===== src/rtl/koto_cnt_pkg.sv =====
// Shared definitions for the L1 event counter array and its readout block.
package koto_cnt_pkg;

    // Counting modes selectable through the SATURATE parameter
    localparam int MODE_WRAP = 0;
    localparam int MODE_SAT  = 1;

    // Default geometry, kept here so the readout block agrees with the counters
    localparam int DEFAULT_WIDTH = 10;
    localparam int DEFAULT_NCH   = 4;

    // All-ones preset of the given width; callers truncate to their own width
    function automatic logic [63:0] CNT_PRESET(input int w);
        return (64'd1 << w) - 64'd1;
    endfunction

endpackage


===== src/rtl/event_chan_counter.sv =====
// One event channel: input synchroniser, rising-edge detect, counter with
// started and sticky overflow flags.
module event_chan_counter
    import koto_cnt_pkg::*;
#(
    parameter int WIDTH       = DEFAULT_WIDTH,
    parameter int SYNC_STAGES = 2,
    parameter int SATURATE    = MODE_WRAP
) (
    input  logic             clk,
    input  logic             rst,
    input  logic             live,
    input  logic             evt_in,
    input  logic             clr_ovf,
    output logic [WIDTH-1:0] cnt,
    output logic             started,
    output logic             ovf
);

    localparam logic [WIDTH-1:0] PRESET = WIDTH'(CNT_PRESET(WIDTH));

    logic [SYNC_STAGES-1:0] sync_q;
    logic                   hist_q;
    logic                   sync_s;
    logic                   rise;

    assign sync_s = sync_q[SYNC_STAGES-1];
    assign rise   = sync_s & ~hist_q;

    // Synchroniser chain and edge history; runs regardless of live
    always_ff @(posedge clk) begin
        if (rst) begin
            sync_q <= '0;
            hist_q <= 1'b0;
        end else begin
            sync_q <= {sync_q[SYNC_STAGES-2:0], evt_in};
            hist_q <= sync_s;
        end
    end

    // Counter, started and sticky overflow; an overflow beats a same-cycle clear
    always_ff @(posedge clk) begin
        if (rst) begin
            cnt     <= PRESET;
            started <= 1'b0;
            ovf     <= 1'b0;
        end else begin
            if (clr_ovf) begin
                ovf <= 1'b0;
            end
            if (!live) begin
                cnt     <= PRESET;
                started <= 1'b0;
            end else if (rise) begin
                if (!started) begin
                    cnt     <= '0;
                    started <= 1'b1;
                end else if (cnt != PRESET) begin
                    cnt <= cnt + WIDTH'(1);
                end else begin
                    ovf <= 1'b1;
                    if (SATURATE == MODE_WRAP) begin
                        cnt <= '0;
                    end
                end
            end
        end
    end

endmodule


===== src/rtl/l1_event_counter_array.sv =====
// NCH independent event counters plus a coherent all-channel snapshot
// register for readout on an L1 accept.
module l1_event_counter_array
    import koto_cnt_pkg::*;
#(
    parameter int WIDTH       = DEFAULT_WIDTH,
    parameter int NCH         = DEFAULT_NCH,
    parameter int SYNC_STAGES = 2,
    parameter int SATURATE    = MODE_WRAP
) (
    input  logic                 clk,
    input  logic                 rst,
    input  logic                 live,
    input  logic [NCH-1:0]       evt_in,
    input  logic                 snap,
    input  logic                 clr_ovf,
    output logic [NCH*WIDTH-1:0] cnt,
    output logic [NCH-1:0]       started,
    output logic [NCH-1:0]       ovf,
    output logic [NCH*WIDTH-1:0] snap_cnt,
    output logic                 snap_valid
);

    for (genvar i = 0; i < NCH; i++) begin : g_chan
        event_chan_counter #(
            .WIDTH       (WIDTH),
            .SYNC_STAGES (SYNC_STAGES),
            .SATURATE    (SATURATE)
        ) u_chan (
            .clk     (clk),
            .rst     (rst),
            .live    (live),
            .evt_in  (evt_in[i]),
            .clr_ovf (clr_ovf),
            .cnt     (cnt[i*WIDTH +: WIDTH]),
            .started (started[i]),
            .ovf     (ovf[i])
        );
    end

    // Snapshot captures the registered counts, so a coinciding rise is excluded
    always_ff @(posedge clk) begin
        if (rst) begin
            snap_cnt   <= '0;
            snap_valid <= 1'b0;
        end else begin
            snap_valid <= snap;
            if (snap) begin
                snap_cnt <= cnt;
            end
        end
    end

endmodule

===== config.mk =====
export PLATFORM = sky130hd
export DESIGN_NAME = l1_event_counter_array
export DESIGN_NICKNAME = d
export VERILOG_FILES = /design/src/rtl/koto_cnt_pkg.sv /design/src/rtl/event_chan_counter.sv /design/src/rtl/l1_event_counter_array.sv
export SDC_FILE = /design/constraint.sdc
export NUM_CORES = 1
export LEC_CHECK = 0
export CAP_MARGIN = 20
export CORE_UTILIZATION = 54
export CTS_CLUSTER_DIAMETER = 120
export DETAILED_ROUTE_END_ITERATION = 6
export PLACE_DENSITY_LB_ADDON = 0.15
export SKIP_CTS_REPAIR_TIMING = 1
export SLEW_MARGIN = 30
export SYNTH_ARGS = -nofsm -noshare
export SYNTH_HDL_FRONTEND = slang
export SYNTH_SLANG_ARGS = --single-unit

===== constraint.sdc =====
create_clock -name clk -period 2.4 [get_ports clk]
set_clock_uncertainty 0.05 [all_clocks]
set_input_delay 0.48 -clock clk [delete_from_list [all_inputs] [get_ports clk]]
set_output_delay 0.48 -clock clk [all_outputs]
set_load 0.02 [all_outputs]

Figure 1. The metal 1 layer (run 1).
(4 px per µm) Supply wires on this layer in gray.
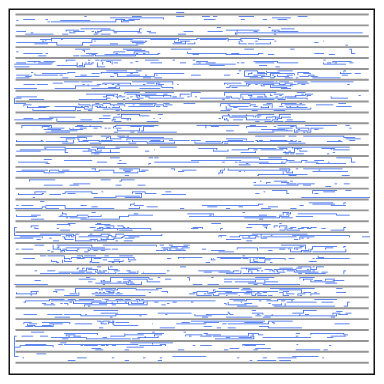
nets with wire on the layer: 479
main direction: horizontal
share of all routed wire: 45%
wire length on this layer: 4,090 µm
DRT Wirelength: 9.17 mm
Vias: 3,643
met1 Resource Use GR: 0.293

Figure 2. The metal 2 layer (run 1).
(3 px per µm)
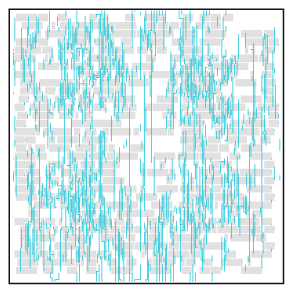
main direction: vertical
nets with wire on the layer: 464
wire length on this layer: 4,430 µm
longest straight run: 44.8 µm
share of all routed wire: 48%
met2 Use GR: 0.388

Figure 3. Metal 3 (run 1).
(4 px per µm)
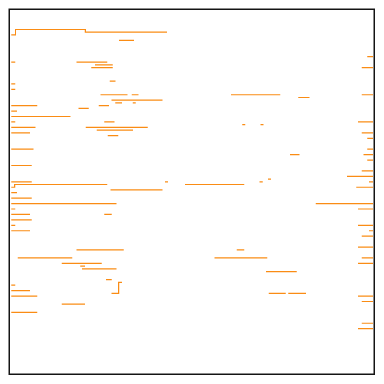
nets with wire on the layer: 78
share of all routed wire: 5.1%
met3 Usage GRT: 0.0354

==> run 1: metrics by stage <==
stage / cells / power [mW] / utilization / area (µm²)
after floorplan: 453 / 2.17 / - / 4270
after CTS: 640 / 3.45 / 0.708 / 5440
final: 640 / 3.42 / 0.708 / 5440
after detailed placement: 624 / 2.37 / 0.681 / 5230
after global placement: 624 / 2.35 / 0.681 / 5230
after global routing: 640 / 3.58 / 0.708 / 5440
==> run 1: power groups by stage <==
stage                     combinational (mW)  sequential (mW)  clock, mW
after floorplan                        0.247             1.92          0
after global placement                 0.505             1.85          0
after detailed placement               0.512             1.85          0
after CTS                              0.516             1.81       1.12
after global routing                   0.554             1.83       1.20
final                                  0.512             1.81       1.10
==> results.toml, run 1 <==
# synthesis and place-and-route metrics
[status]
status = "finished clean"

[setup_path]
critPathCaptureType = "primary output"
cpPeakStageDelay_ps = 690
crit_chain = "clkdlybuf4s50_1"

[finish]
diodes = 0
seq_area_mm2 = 0.00202
seq_share = 0.372
clk_share = 0.0380

[global_routing]
grt_max_degree = 42

[min_path]
hold_class = "flop to flop"

[routing]
top_signal_layer_used = "met4"
drtAntennaViolNets = 0
drcViolationCount = 0

[die]
pin_count = 98
fp.dieH_um = 90.9

[final_timing]
fin_ws_ps = 274

[logic_synthesis]
syn-num-nets = 466
logic_family = "simple AND/OR/NAND/NOR gates"
top_cell_area_share = 0.474

[pwr]
p_per_area_mw_per_mm2 = 630
Figure 4. Placement view (run 1).
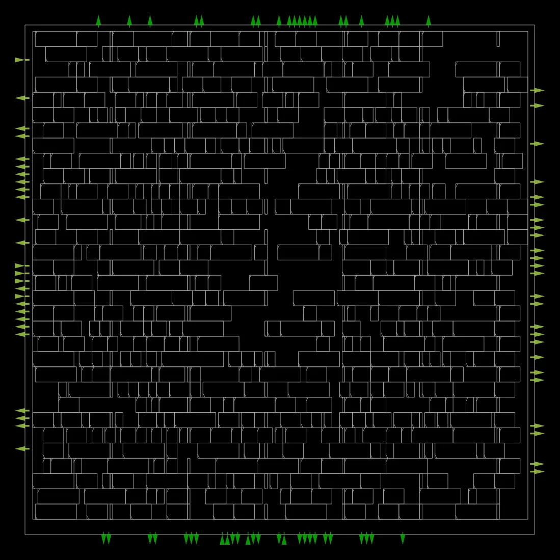

--- run 2 (diff from run 1) ---
- GPL_TIMING_DRIVEN: default -> 0
- PLACE_DENSITY: default -> 0.85
- PLACE_DENSITY_LB_ADDON: 0.15 -> default
Figure 5. Placement view (run 2).
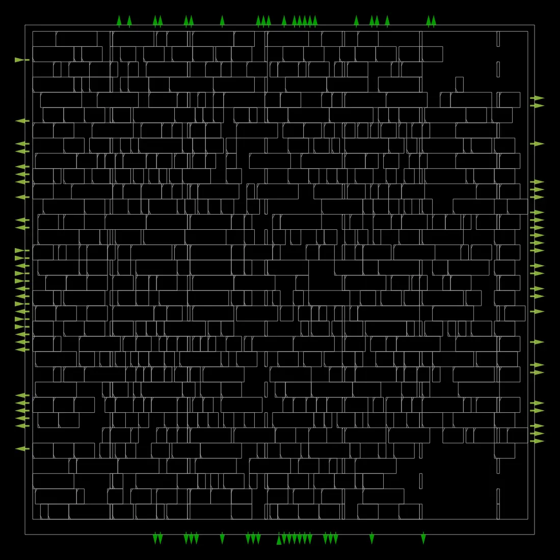
Seq area share: 0.364
final std cells w/o fill: 667
Filler Cell Count: 579

==> run 2 against run 1 <==
Clock-buffer cell count up 1; synthesized area unchanged; final cell count up 4.2%; critical path type unchanged; largest cell class unchanged; largest power group unchanged; highest routed layer unchanged.
==> results.toml, run 2 <==
# synthesis and place-and-route metrics
[global_routing]
grt_use_met2 = 0.420
met3_usage = 0.0354
overflow = 0

[status]
status = "finished clean"

[logic_synthesis]
yosysWarnings = 0
syn-num-nets = 466
top_cell_area_share = 0.474
logic_family = "simple AND/OR/NAND/NOR gates"
edf_count = 0
muxShareOfSynthArea = 0.103
ys_seq_share = 0.474

[finish]
diodes = 0
fin_area_mm2 = 0.00555
sh_comb_area = 0.367
reg_top3 = "g_chan.u_chan.cnt: 40 flops, snap_cnt: 40 flops, g_chan.u_chan.sync_q: 8 flops"
utilization = 0.722
seq_area_mm2 = 0.00202
clk_share = 0.0358
ff_count = 101

[pwr]
power_leader = "registers"
p_per_area_mw_per_mm2 = 618
powerComb_mw = 0.535
p_clk_mw = 1.08
p_seq_mw = 1.81

[routing]
drcViolationCount = 0
drtAntennaViolNets = 0
top_signal_layer_used = "met4"

[clock_tree]
cts_made_buffers = 9
clkLatencyLatePin_ps = 360

[min_path]
hold_class = "flop to flop"

[die]
nWellTaps = 102
pin_count = 98
fp.dieH_um = 90.9
rows = 32

[final_timing]
rsz0062_at_grt = "false"
fin_tns_setup_ps = 0
maxSlewViolCount = 0

[placed_design]
dp.cells = 651
placed_area_mm2 = 0.00536
dp_hpwl_mm = 6.95
place_congestion = 0.866

[setup_path]
startpoint = "g_chan[2].u_chan.started"
crit_arrival_ps = 1610
r2r_setup_slack_ps = 360
critPathCaptureType = "primary output"
startpoint_type = "flop"
Figure 6. The metal 1 layer (run 2).
(4 px per µm) Supply wires on this layer in gray.
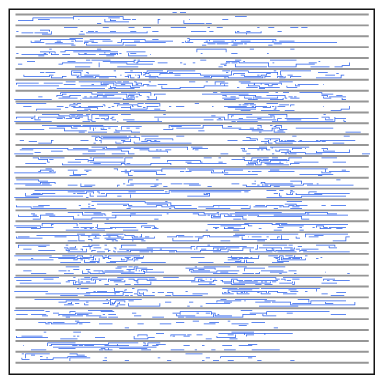
main direction: horizontal
share of all routed wire: 45%
longest straight run: 35.0 µm
Vias: 3,754
met1 Resource Use GR: 0.318
DRT Wirelength: 10.0 mm

[run 2: worst max-delay path by stage]
| stage | slack [ps] | to |
|---|---|---|
| after floorplan | 580 | g_chan[0].u_chan.cnt[5] |
| after global placement | -10 | g_chan[3].u_chan.cnt[3] |
| after detailed placement | -50 | g_chan[3].u_chan.cnt[3] |
| after CTS | 260 | started[2] |
| after global routing | 190 | g_chan[1].u_chan.cnt[9] |
| final | 260 | started[2] |
[run 2: through the flow]
stage / total power [mW] / setup WS (ps)
6_report: 3.43 / 262
5_1_grt: 3.57 / 186
4_1_cts: 3.44 / 258
3_5_place_dp: 2.38 / -51.8
3_3_place_gp: 2.37 / -14.8
2_1_floorplan: 2.17 / 584
[run 2: worst max-delay path: stages (launching register included)]
cell and delay (ps):
dfxtp_1 500, buf_4 160, clkdlybuf4s50_1 600
Figure 7. The metal 2 layer (run 2).
(3 px per µm)
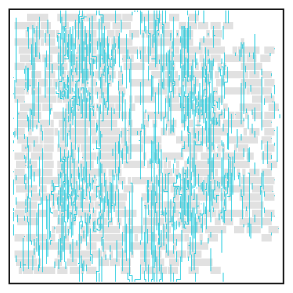

--- run 3 (diff from run 2) ---
- PLACE_DENSITY: 0.85 -> 0.9
Figure 8. The metal 2 layer (run 3).
(3 px per µm)
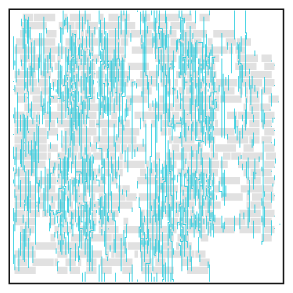
wire length on this layer: 5,150 µm
nets with wire on the layer: 493
longest straight run: 34.3 µm
Vias: 3,797
met2 Use GR: 0.431
DRT Wirelength: 10.4 mm

Figure 9. Metal 3 (run 3).
(4 px per µm)
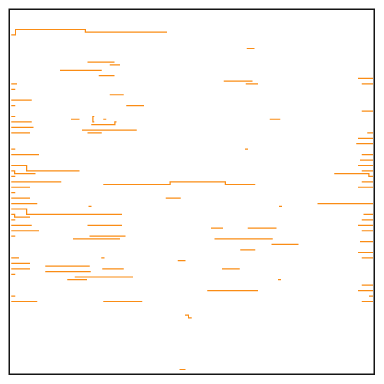
share of all routed wire: 5.1%
nets with wire on the layer: 87
wire length on this layer: 528 µm
longest straight run: 23.7 µm
met3 Usage GRT: 0.0396

==> run 3 against run 2 <==
Sequential power about the same; clock-buffer cell count grew 1; first-iteration DRC count is 7.9% lower.
==> results.toml, run 3 <==
# synthesis and place-and-route metrics
[status]
status = "finished clean"

[setup_path]
r2r_setup_slack_ps = 540
critPathCaptureType = "flop"
worst-path-stages = 6
crit_slowest_cell = "buf_1"
startpoint = "rst"
crit_buf_inv = 3
cp-endpoint = "g_chan[2].u_chan.cnt[4]"

[placed_design]
place_congestion = 0.872
dp.cells = 651
dp_slack_ps = -104
placed_area_mm2 = 0.00536

[final_timing]
maxSlewViolCount = 0
fin_ws_ps = 212

[die]
rows = 32
fp.dieH_um = 90.9

[clock_tree]
cts_made_buffers = 9

[logic_synthesis]
yosysWarnings = 0
ys_seq_share = 0.474

[routing]
drtAntennaViolNets = 0
drcViolationCount = 0

[finish]
reg_top3 = "g_chan.u_chan.cnt: 40 flops, snap_cnt: 40 flops, g_chan.u_chan.sync_q: 8 flops"
final_cells = 667
diodes = 0

[min_path]
hold_class = "flop to flop"

[pwr]
p_per_area_mw_per_mm2 = 631
totalPowerFinal_mw = 3.51
[run 3: layout make-up]
type / count / area, µm²
Buffer: 34 / 180
Clock buffer: 11 / 131
Clock inverter: 5 / 75.1
Fill cell: 584 / 2130
Inverter: 7 / 26.3
Multi-Input combinational cell: 311 / 2040
Sequential cell: 101 / 2020
Tap cell: 102 / 128
Timing Repair Buffer: 96 / 961
[run 3: kinds of logic after synthesis]
logic type / synth area share
multiplexers: 0.103
AND/OR/NAND/NOR: 0.199
flip-flops: 0.474
buffers and inverters: 0.0484
AND-OR/OR-AND: 0.163
adder cells (fa/ha/maj): 0.0117
[run 3: power breakdown]
part           internal (mW)  leakage, nW  switching [mW]
registers               1.75        0.833          0.0597
clock network          0.584        0.107           0.578
logic                  0.250         1.35           0.288
Power is estimated from default activity; no workload was simulated.
